**src/rtl/alu_parity_pipe.sv**
```systemverilog
// Three-stage elastic ALU: S1 decode/latch, S2 execute, S3 parity/flags.
// Each stage carries a valid bit and is chained on ready for full backpressure.
module alu_parity_pipe #(
  parameter int unsigned WIDTH = 4,
  parameter int unsigned CNT_W = 8
) (
  input  logic             clk,
  input  logic             rst_n,
  input  logic             in_valid,
  output logic             in_ready,
  input  logic [7:0]       inst,
  input  logic [WIDTH-1:0] a,
  input  logic [WIDTH-1:0] b,
  input  logic             odd_mode,
  output logic             out_valid,
  input  logic             out_ready,
  output logic [WIDTH-1:0] result,
  output logic             carry,
  output logic             parity,
  output logic             illegal,
  output logic [CNT_W-1:0] retired
);

  typedef enum logic [2:0] {
    OpAdd, OpSub, OpXor, OpOr, OpAnd, OpNor, OpNand, OpXnor
  } op_e;

  logic ready1, ready2, ready3;

  // S1 state
  logic             v1_q;
  op_e              op1_q;
  logic             ill1_q;
  logic [WIDTH-1:0] a1_q, b1_q;
  logic             odd1_q;

  // S2 state
  logic             v2_q;
  logic [WIDTH-1:0] res2_q;
  logic             cy2_q, ill2_q, odd2_q;

  // S3 state
  logic             v3_q;
  logic [WIDTH-1:0] res3_q;
  logic             cy3_q, par3_q, ill3_q;

  logic [CNT_W-1:0] retired_q;

  // Empty stages always accept, so bubbles collapse.
  assign ready3   = !v3_q || out_ready;
  assign ready2   = !v2_q || ready3;
  assign ready1   = !v1_q || ready2;
  assign in_ready = ready1;

  op_e  dec_op;
  logic dec_ill;

  always_comb begin
    dec_op  = OpAdd;
    dec_ill = 1'b0;
    unique case (inst)
      8'h01:   dec_op = OpAdd;
      8'h02:   dec_op = OpSub;
      8'h04:   dec_op = OpXor;
      8'h08:   dec_op = OpOr;
      8'h10:   dec_op = OpAnd;
      8'h20:   dec_op = OpNor;
      8'h40:   dec_op = OpNand;
      8'h80:   dec_op = OpXnor;
      default: dec_ill = 1'b1;
    endcase
  end

  always_ff @(posedge clk or negedge rst_n) begin
    if (!rst_n) begin
      v1_q   <= 1'b0;
      op1_q  <= OpAdd;
      ill1_q <= 1'b0;
      a1_q   <= '0;
      b1_q   <= '0;
      odd1_q <= 1'b0;
    end else if (ready1) begin
      v1_q <= in_valid;
      if (in_valid) begin
        op1_q  <= dec_op;
        ill1_q <= dec_ill;
        a1_q   <= a;
        b1_q   <= b;
        odd1_q <= odd_mode;
      end
    end
  end

  logic [WIDTH:0]   sum_d;
  logic [WIDTH-1:0] res2_d;
  logic             cy2_d;

  // SUB borrow falls out as the top bit of the WIDTH+1 bit difference.
  always_comb begin
    sum_d  = '0;
    res2_d = '0;
    cy2_d  = 1'b0;
    if (!ill1_q) begin
      unique case (op1_q)
        OpAdd: begin
          sum_d  = {1'b0, a1_q} + {1'b0, b1_q};
          res2_d = sum_d[WIDTH-1:0];
          cy2_d  = sum_d[WIDTH];
        end
        OpSub: begin
          sum_d  = {1'b0, a1_q} - {1'b0, b1_q};
          res2_d = sum_d[WIDTH-1:0];
          cy2_d  = sum_d[WIDTH];
        end
        OpXor:  res2_d = a1_q ^ b1_q;
        OpOr:   res2_d = a1_q | b1_q;
        OpAnd:  res2_d = a1_q & b1_q;
        OpNor:  res2_d = ~(a1_q | b1_q);
        OpNand: res2_d = ~(a1_q & b1_q);
        OpXnor: res2_d = ~(a1_q ^ b1_q);
      endcase
    end
  end

  always_ff @(posedge clk or negedge rst_n) begin
    if (!rst_n) begin
      v2_q   <= 1'b0;
      res2_q <= '0;
      cy2_q  <= 1'b0;
      ill2_q <= 1'b0;
      odd2_q <= 1'b0;
    end else if (ready2) begin
      v2_q <= v1_q;
      if (v1_q) begin
        res2_q <= res2_d;
        cy2_q  <= cy2_d;
        ill2_q <= ill1_q;
        odd2_q <= odd1_q;
      end
    end
  end

  always_ff @(posedge clk or negedge rst_n) begin
    if (!rst_n) begin
      v3_q   <= 1'b0;
      res3_q <= '0;
      cy3_q  <= 1'b0;
      par3_q <= 1'b0;
      ill3_q <= 1'b0;
    end else if (ready3) begin
      v3_q <= v2_q;
      if (v2_q) begin
        res3_q <= res2_q;
        cy3_q  <= cy2_q;
        par3_q <= (^res2_q) ^ odd2_q;
        ill3_q <= ill2_q;
      end
    end
  end

  always_ff @(posedge clk or negedge rst_n) begin
    if (!rst_n) begin
      retired_q <= '0;
    end else if (v3_q && out_ready) begin
      retired_q <= retired_q + 1'b1;
    end
  end

  assign out_valid = v3_q;
  assign result    = res3_q;
  assign carry     = cy3_q;
  assign parity    = par3_q;
  assign illegal   = ill3_q;
  assign retired   = retired_q;

endmodule

```
**config.mk**
```make
export PLATFORM = sky130hd
export DESIGN_NAME = alu_parity_pipe
export DESIGN_NICKNAME = d
export VERILOG_FILES = /design/src/rtl/alu_parity_pipe.sv
export SDC_FILE = /design/constraint.sdc
export NUM_CORES = 1
export LEC_CHECK = 0
export ABC_CLOCK_PERIOD_IN_PS = 5150
export CORE_MARGIN = 2
export CORE_UTILIZATION = 57
export CTS_CLUSTER_DIAMETER = 80
export DETAILED_ROUTE_END_ITERATION = 10
export GPL_TIMING_DRIVEN = 1
export PLACE_DENSITY = 0.92
export RECOVER_POWER = 100
export REMOVE_ABC_BUFFERS = 1
export SYNTH_ARGS = -nofsm -noshare
export SYNTH_HDL_FRONTEND = slang
export SYNTH_SLANG_ARGS = --single-unit
```
**constraint.sdc**
```tcl
create_clock -name clk -period 5.15 [get_ports clk]
set_input_delay 1.03 -clock clk [delete_from_list [all_inputs] [get_ports clk]]
set_output_delay 1.03 -clock clk [all_outputs]
set_load 0.005 [all_outputs]
```
### Routing congestion, run 1

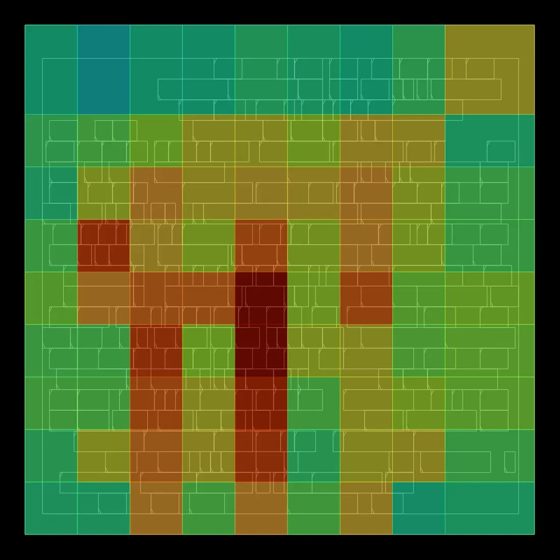
Global Route met3 Usage: 5.07%
Most Crowded Layer GR: met2
grt met2 use: 35.9%
average wire length per cell after detail routing: 13.6 µm
GRT met1 Usage: 24.8%

### Register map, names as in the netlist, run 1

Scale bar: 20 µm. Other sequential cells in the stronger gray, the rest of the logic in the fainter gray.
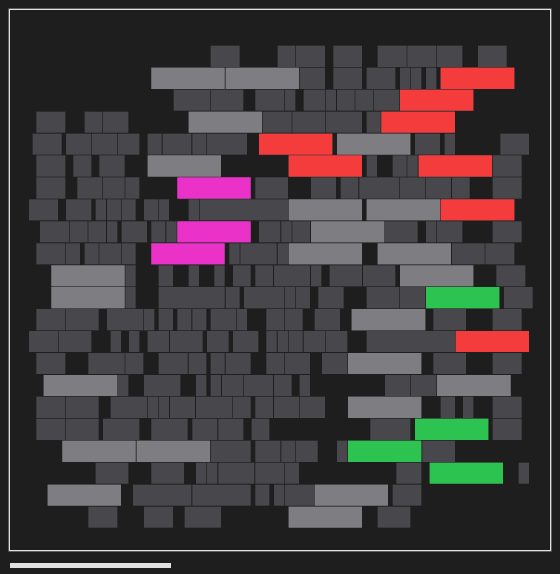
Green shows result, sequential cells 4, where south-east. Red shows retired, sequential cells 8. Magenta shows op1_q, sequential cells 3.
Another 23 sequential cells are not colored.

### Selected gate families, run 1

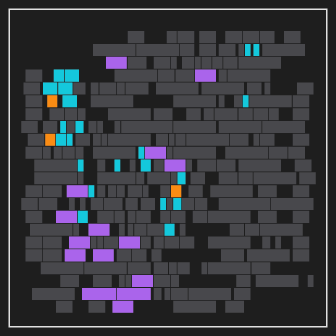
Cyan shows nor cells, cells 22, most used nor2_1. Purple shows fa/ha/maj cells, cells 15, most used ha_1. Orange shows and/or cells, cells 3.

==> run summary, run 1 <==
Entry: Yosys synthesis followed by OpenROAD place and route.

Yosys:
- Yosys reported a register bit count of 38.
- The run puts the sequential element share of the synthesized area at 42.1%.
- The commonest cells after synthesis are 38 x dfrtp_1, 15 x mux2_1, 15 x nand2_1.
- The run gives the cell type with the largest total area after synthesis as dfrtp_1.
- The run puts the area share of the largest cell type after synthesis at 42.1%.
- Per the synth stats, the proportion of register bits with asynchronous set or reset is 100%.
- According to the Yosys statistics, the synthesized design has a chip area of 0.00226 mm².
- Per the Yosys statistics, synthesis produced 215 cells.
- In this run the mean area of a mapped cell was 10.5 µm².
- Yosys attributes the largest share of cell area to dfrtp_1 42%, mux2_1 7.5%, ha_1 7.2%.
- Yosys mapped a number of flops with a built-in enable equal to 0.

Floorplanning:
- The run puts the total die size at 0.00448 mm².
- During I/O placement, the number of pins put on the boundary was 38.
- Per the OpenROAD floorplan log, the height of the die is 66.9 µm.
- Before placement the cells fill 60.3% of the core.
- The design received a total of 48 well taps at floorplan.
- Per the OpenROAD floorplan log, the width of the die is 66.9 µm.

Setup path:
- Data on the critical path is required at its endpoint by 4.12 ns.
- The run gives the kind of cell adding the most delay to the critical path as buffers and inverters.
- The run puts the highest cell delay on the worst timing path at 0.61 ns.
- The run gives the number of buffer and inverter instances along the worst setup path as 2.
- The run gives the arrival time reported for the critical path endpoint as 2.47 ns.
- The run gives the type of element capturing the critical path as an output pin.
- Per the STA report, the cell with the highest stage delay on the worst path is dlygate4sd3_1.
- The report lists the cells along the critical path as dlygate4sd3_1 -> nand4b_1 -> dlygate4sd3_1.
- The run puts the largest fanout on the critical path at 6.

Place:
- The run gives the total cell area at the placement stage as 0.00263 mm².
- The run puts the total placed cells including tap cells at 290.
- Summed over all nets, the half-perimeter wirelength after detailed placement is 3.04 mm.
- Input and output buffers added on the ports amount to 37.
- The run puts the pre-CTS worst setup slack at 1.85 ns.

Final timing:
- The run gives the share of the clock period used by the worst path as 67.9%.
- Summed over all failing endpoints, the final setup total negative slack is 0 ns.
- The end-of-flow timing check tallies setup violations at 0.
- The run puts the post-layout minimum cycle time at 3.50 ns.
- The run gives the headroom to the max-slew limit as -29.4%.
- Pins over their slew limit in the final report were tallied at 39.
- The run puts the transition time at the pin with the least slew margin at 1.94 ns.

Power:
- The run gives the static leakage as 1.19 nW.
- The run puts the largest vdd supply drop at 0.172 mV.
- The run gives the total power density per cell area as 390 mW/mm².

Finish:
- In the layout the commonest cells are 38 x dfrtp_1, 18 x clkdlybuf4s50_1, 18 x dlygate4sd3_1.
- The run puts the multi-input gate area in the final layout at 0.00119 mm².
- The run puts the tally of filler cells in the layout at 275.
- Compared with the post-synthesis result, the final layout area differs by 22.1%.
- The run puts the number of sequential storage elements at 38.
- The layout has 5 clock buffers.
- The most common logic cell in the final layout is dfrtp_1.
- In the final layout, flip-flops and latches take up 34.5% of the cell area.
- The class occupying the most area after layout is reported as logic gates.
- Cells with a size suffix above 1 make up 6.00% of the layout.

Route:
- The run puts the number of detailed-routing iterations run before antenna repair at 4.
- The run gives the count of vias placed by the detailed router as 1682.
- The run puts the DRC violations left at 0.
- The run puts the number of routed nets with antenna violations at 0.
- The routed design shows a via density per instance of 5.64.
- The run gives the number of violations reported at the end of detailed-routing iteration 0 as 68.
- The run gives the final wirelength as 4.04 mm.

Clock tree:
- The run puts the number of H-tree levels at 2.
- TritonCTS built the clock tree.
- The post-CTS hold buffer count recorded in the log is 0.
- The run gives the number of buffers created by CTS as 5.
- The cell sitting at the root of the clock tree is a clkbuf_8.
- The run gives the post-CTS setup-driven buffer insertion count as 0.
- On the worst setup and hold paths after CTS, the clock-pin slew comes to 0.07 ns.
- The clock passes through at most 2 buffers.

Hold path:
- According to the hold report, the worst path is of the reg2reg type.

Flow run:
- Per the run summary, max-cap violations total 1.
- In this run the tools logged warnings totalling 33.

GRT:
- The first global-routing pass estimated 6.88 mm of wire.
- Entering global routing, the biggest net connects 39 pins.
- The run gives the via count of the first global-routing pass as 1543.

Status:
- The checks that failed: max-capacitance violations, max-slew violations.
- The run finished, with violations left.
==> run 1: sequential cells by signal (all words and copies together) (netlist names), 3 cells and up <==
name and flops:
retired 8, a1_q 4, b1_q 4, res2_q 4, result 4, op1_q 3
==> run 1: worst min-delay path, cell delays in order, from the launching register on <==
cell and delay (ns):
dfrtp_1 0.34, nand2_1 0.04, o21ai_0 0.06
==> run 1: power by group <==
part	switching [mW]	internal (mW)	total, mW
Clock	0.111	0.194	0.305
Combinational	0.142	0.189	0.332
Sequential	0.0671	0.371	0.438
==> run 1: final timing paths <==
kind	from	endpoint	slack [ns]	cells after the start
max in group asynchronous	rst_n	retired[1]$_DFFE_PN0P_	2.77	1
min reg2reg	parity$_DFFE_PN0P_	parity$_DFFE_PN0P_	0.47	2
max reg2reg	a1_q[0]$_DFFE_PN0P_	cy2_q$_DFFE_PN0P_	2.86	9
min	parity$_DFFE_PN0P_	parity$_DFFE_PN0P_	0.47	2
max	out_ready	in_ready	1.65	3
min in group asynchronous	rst_n	result[2]$_DFFE_PN0P_	1.27	1
==> run 1: layer usage <==
layer	up-vias	GRT usage, %	wire length [µm]
met5	-	0	0
met1	803	24.8	1760
li1	836	-	-
met4	0	7.91	59
met3	5	5.07	160
met2	38	35.9	2060
==> run 1: kinds of logic (layout without fill, tap and decap cells) <==
| family | after synthesis | after routing | share of synthesized area (%) |
|---|---|---|---|
| flip-flops | 38 | 38 | 42.1 |
| AND-OR/OR-AND | 44 | 44 | 13.3 |
| adder cells (fa/ha/maj) | 15 | 15 | 8.98 |
| buffers and inverters | 24 | 59 | 4.65 |
| XOR/XNOR | 16 | 16 | 6.20 |
| AND/OR/NAND/NOR | 54 | 54 | 12.5 |
| multiplexers | 24 | 24 | 12.2 |
### Port wiring, run 1

Scale bar: 20 µm.
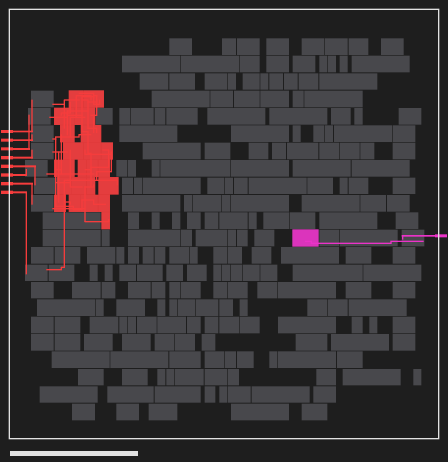

==> inputs of run 2 (changes only) <==
ABC_CLOCK_PERIOD_IN_PS = 3200   (was 5150)
CORE_UTILIZATION = 48   (was 57)
PLACE_DENSITY = 0.83   (was 0.92)
clock period = 3.2 ns   (was 5.15 ns; I/O delays follow)
### Port wiring, run 2

Scale bar: 20 µm.
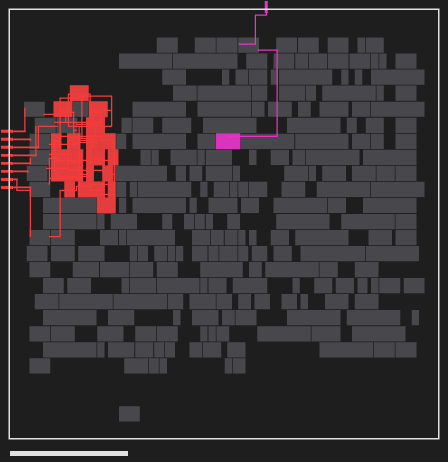
Magenta shows odd_mode, direction input, edge north, end cells 1, wire 36.3 µm. Red shows inst, direction input, edge west, end cells 22, wire 285 µm.

### Register map, names as in the netlist, run 2

Scale bar: 20 µm. Other sequential cells in the stronger gray, the rest of the logic in the fainter gray.
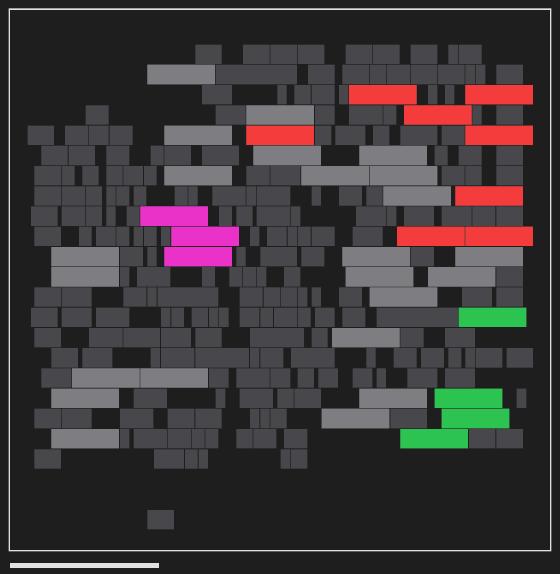
Magenta shows op1_q, sequential cells 3. Red shows retired, sequential cells 8, where north-east. Green shows result, sequential cells 4, where south-east.
Another 23 sequential cells are not colored.

==> run 2 against run 1 <==
- the flow still finishes with violations (max-capacitance violations, max-slew violations)
- design area grew 0.45%
- combinational power grew about 60%
- power grew 60%
- register-to-register slack lost 1.7 ns
- flip-flop count is the same
- via count shrank 1.1%
- global-route usage shrank 3.8 points
- clock power grew 59%
- sequential share of layout area shrank 0.16 points
- sequential power grew 61%
- die area grew 18%
- clock skew is essentially flat
==> run summary, run 2 <==
Entry: Yosys synthesis followed by OpenROAD place and route.

Yosys:
- Sorting the synthesized cells by area gives the leading types as dfrtp_1 42%, mux2_1 7.5%, ha_1 7.2%.
- The run gives the fraction of synthesis flops using an asynchronous set or reset pin as 100% (unchanged).
- The run puts the sequential element share of the synthesized area at 42.1% (unchanged).
- The run puts the post-synthesis adder-cell area fraction at 8.98% (unchanged).
- The run gives the multiplexer fraction of the synthesized cell area as 12.2% (unchanged).
- The area share of the largest cell type after synthesis came to 42.1% (unchanged).
- The run puts the mean instance size in the synthesized netlist at 10.5 µm² (unchanged).
- The xor/xnor share of the synthesized area came to 6.20% (unchanged).
- The run gives the post-synthesis share of cell area spent on and, or, nand and nor gates as 12.5% (unchanged).
- The number of storage elements in the synthesis netlist was 38 (unchanged).
- The run gives the post-synthesis cell count as 215.

Setup path:
- The run gives the critical path startpoint as out_ready.
- The run puts the data required time at the worst endpoint at 2.56 ns (-1.56 ns).
- The run gives the worst flop-to-flop path startpoint as a1_q[0]$_DFFE_PN0P_.
- The logic depth of the worst register-to-register path was 9 (unchanged).
- The cell sequence reported for the critical path is dlygate4sd3_1 -> nand4b_1 -> dlygate4sd3_1.
- The run gives the slowest library cell on the worst path as dlygate4sd3_1.
- The run puts the largest fanout on the critical path at 6 (unchanged).
- Following the worst setup path forward leads to its endpoint at in_ready.

Finish:
- The run puts the proportion of layout cells with a drive suffix above 1 at 6.40% (+0.40 points).
- The flip-flop count of the largest register, all copies and words added was 8 (unchanged).
- The library cells used most frequently in the layout, excluding fill and tap cells, are 38 x dfrtp_1, 18 x clkdlybuf4s50_1, 18 x dlygate4sd3_1.
- The run gives the area growth from synthesis to layout as 22.7%.

Power:
- The run gives the switching share of power as 29.4% (-0.36 points).
- The run gives the total power density per cell area as 621 mW/mm² (+59%).
- The run gives the static leakage as 1.20 nW (+0.45%).
- The power dissipated by switching net loads is 506 µW (+58%).
- The run gives the part of the total power dissipated in the clock network as 28.2% (-0.2 points).
- The run gives the logic gate share of total power as 30.8% (about the same).

GRT:
- The run puts the wire length of the first global-routing pass at 6.91 mm (+0.39%).
- The run puts the largest net degree at the start of global routing at 39 (unchanged).
- The run puts the via count of the first global-routing pass at 1573 (+1.9%).

Clock tree:
- TritonCTS built the clock tree.
- The run puts the maximum count of clock buffers along a single path at 2 (unchanged).
- The run puts the post-CTS setup-driven buffer insertion count at 0 (unchanged).
- The number of H-tree levels came to 2 (unchanged).
- The clock transition time at the flip-flop clock pins of the worst setup and hold paths came to 0.08 ns (about the same).

Status:
- The final reports fail on max-capacitance violations, max-slew violations.
- The flow ran to the end, but the final reports show violations.

Route:
- The number of violations reported at the end of detailed-routing iteration 0 is 37 (-46%).
- The number of detailed-routing iterations run before antenna repair is 4 (unchanged).
- The run gives the via count normalized by instance count as 5.51 (-2.4%).
- The count of vias placed by the detailed router came to 1664 (-1.1%).
- The run puts the post-detailed-route wirelength per cell at 13.2 µm (-2.9%).
- The run puts the number of routed nets with antenna violations at 0 (unchanged).

Flow run:
- The run puts the number of logged tool warnings at 33 (unchanged).
- The max-cap check violation count came to 1 (unchanged).

Place:
- The count of input and output buffers came to 37 (unchanged).
- The run gives the half-perimeter wire length after detailed placement as 2.97 mm (-2.2%).

Floorplanning:
- The run gives the horizontal die size as 72.6 µm (+8.4%).
- The number of primary I/O pins is 38 (unchanged).
- The run puts the total die size at 0.00527 mm² (+18%).
- The run puts the die outline height at 72.6 µm (+8.4%).

Hold path:
- Per the hold report, the tightest min-delay path originates at retired[7]$_DFFE_PN0P_.
- The run gives the classification of the worst-slack hold path as reg2reg.
- The worst hold path stage count is 1 (-1).

Final timing:
- The worst path uses 85.1% of the clock period.
- The run gives the number of setup violations in the final report as 0 (unchanged).
- The run gives the transition time at the pin with the least slew margin as 1.95 ns (+0.00763 ns).
- The run puts the headroom to the max-slew limit at -29.9% (-0.51 points).
- The run gives the sum of negative setup slack as 0 ns (unchanged).
- The run puts the number of pins exceeding their max-slew limit in the final report at 39 (unchanged).
## run 2: per-stage QoR
| step | setup slack, ns | instances | cell area, µm² | hold WS [ns] | util, % |
|---|---|---|---|---|---|
| after global routing | 0.394 | 302 | 2770 | 0.488 | 62.3 |
| after floorplan | 1.30 | 205 | 2210 | 0.344 | - |
| after CTS | 0.658 | 302 | 2770 | 0.452 | 62.4 |
| after global placement | 0.657 | 294 | 2640 | 0.463 | 59.3 |
| after detailed placement | 0.664 | 294 | 2640 | 0.462 | 59.3 |
| final | 0.478 | 302 | 2770 | 0.467 | 62.3 |
## run 2: power by group through the flow
stage | Sequential [mW] | Combinational [mW] | Clock (mW)
floorplan | 0.703 | 0.319 | 0
global placement | 0.711 | 0.543 | 0
detailed placement | 0.722 | 0.565 | 0
CTS | 0.711 | 0.569 | 0.498
global route | 0.728 | 0.598 | 0.514
finish | 0.705 | 0.530 | 0.486
## run 2: area by class of cell
| class | count | area, µm² |
|---|---|---|
| flip-flops and latches | 38 | 951 |
| inverters | 14 | 52.6 |
| repair buffers | 37 | 364 |
| clock inverters | 3 | 68.8 |
| well taps | 52 | 65.1 |
| fillers | 363 | 1670 |
| clock buffers | 5 | 68.8 |
| multi-input cells | 153 | 1200 |
## run 2: metal layers
layer / share of wire (%) / up-vias / GRT usage, %
met5: 0 / - / 0
met4: 3.0 / 0 / 8.85
met3: 3.2 / 12 / 3.73
met2: 47 / 36 / 27.7
met1: 47 / 769 / 20.9
li1: - / 847 / -
## run 2: cell families after synthesis
kind of cell    count (synthesis)
fa+ha+maj                      15
mux                            24
buf+inv                        24
compound gates                 44
flops                          38
xor+xnor                       16
simple gates                   54
## run 2: worst max-delay path: cells and delay by family
| kind | cells | cell delay, ns |
|---|---|---|
| and+or+nand+nor | 1 | 0.23 |
| buffers and inverters | 2 | 1.21 |
Power and IR drop assume default switching activity.
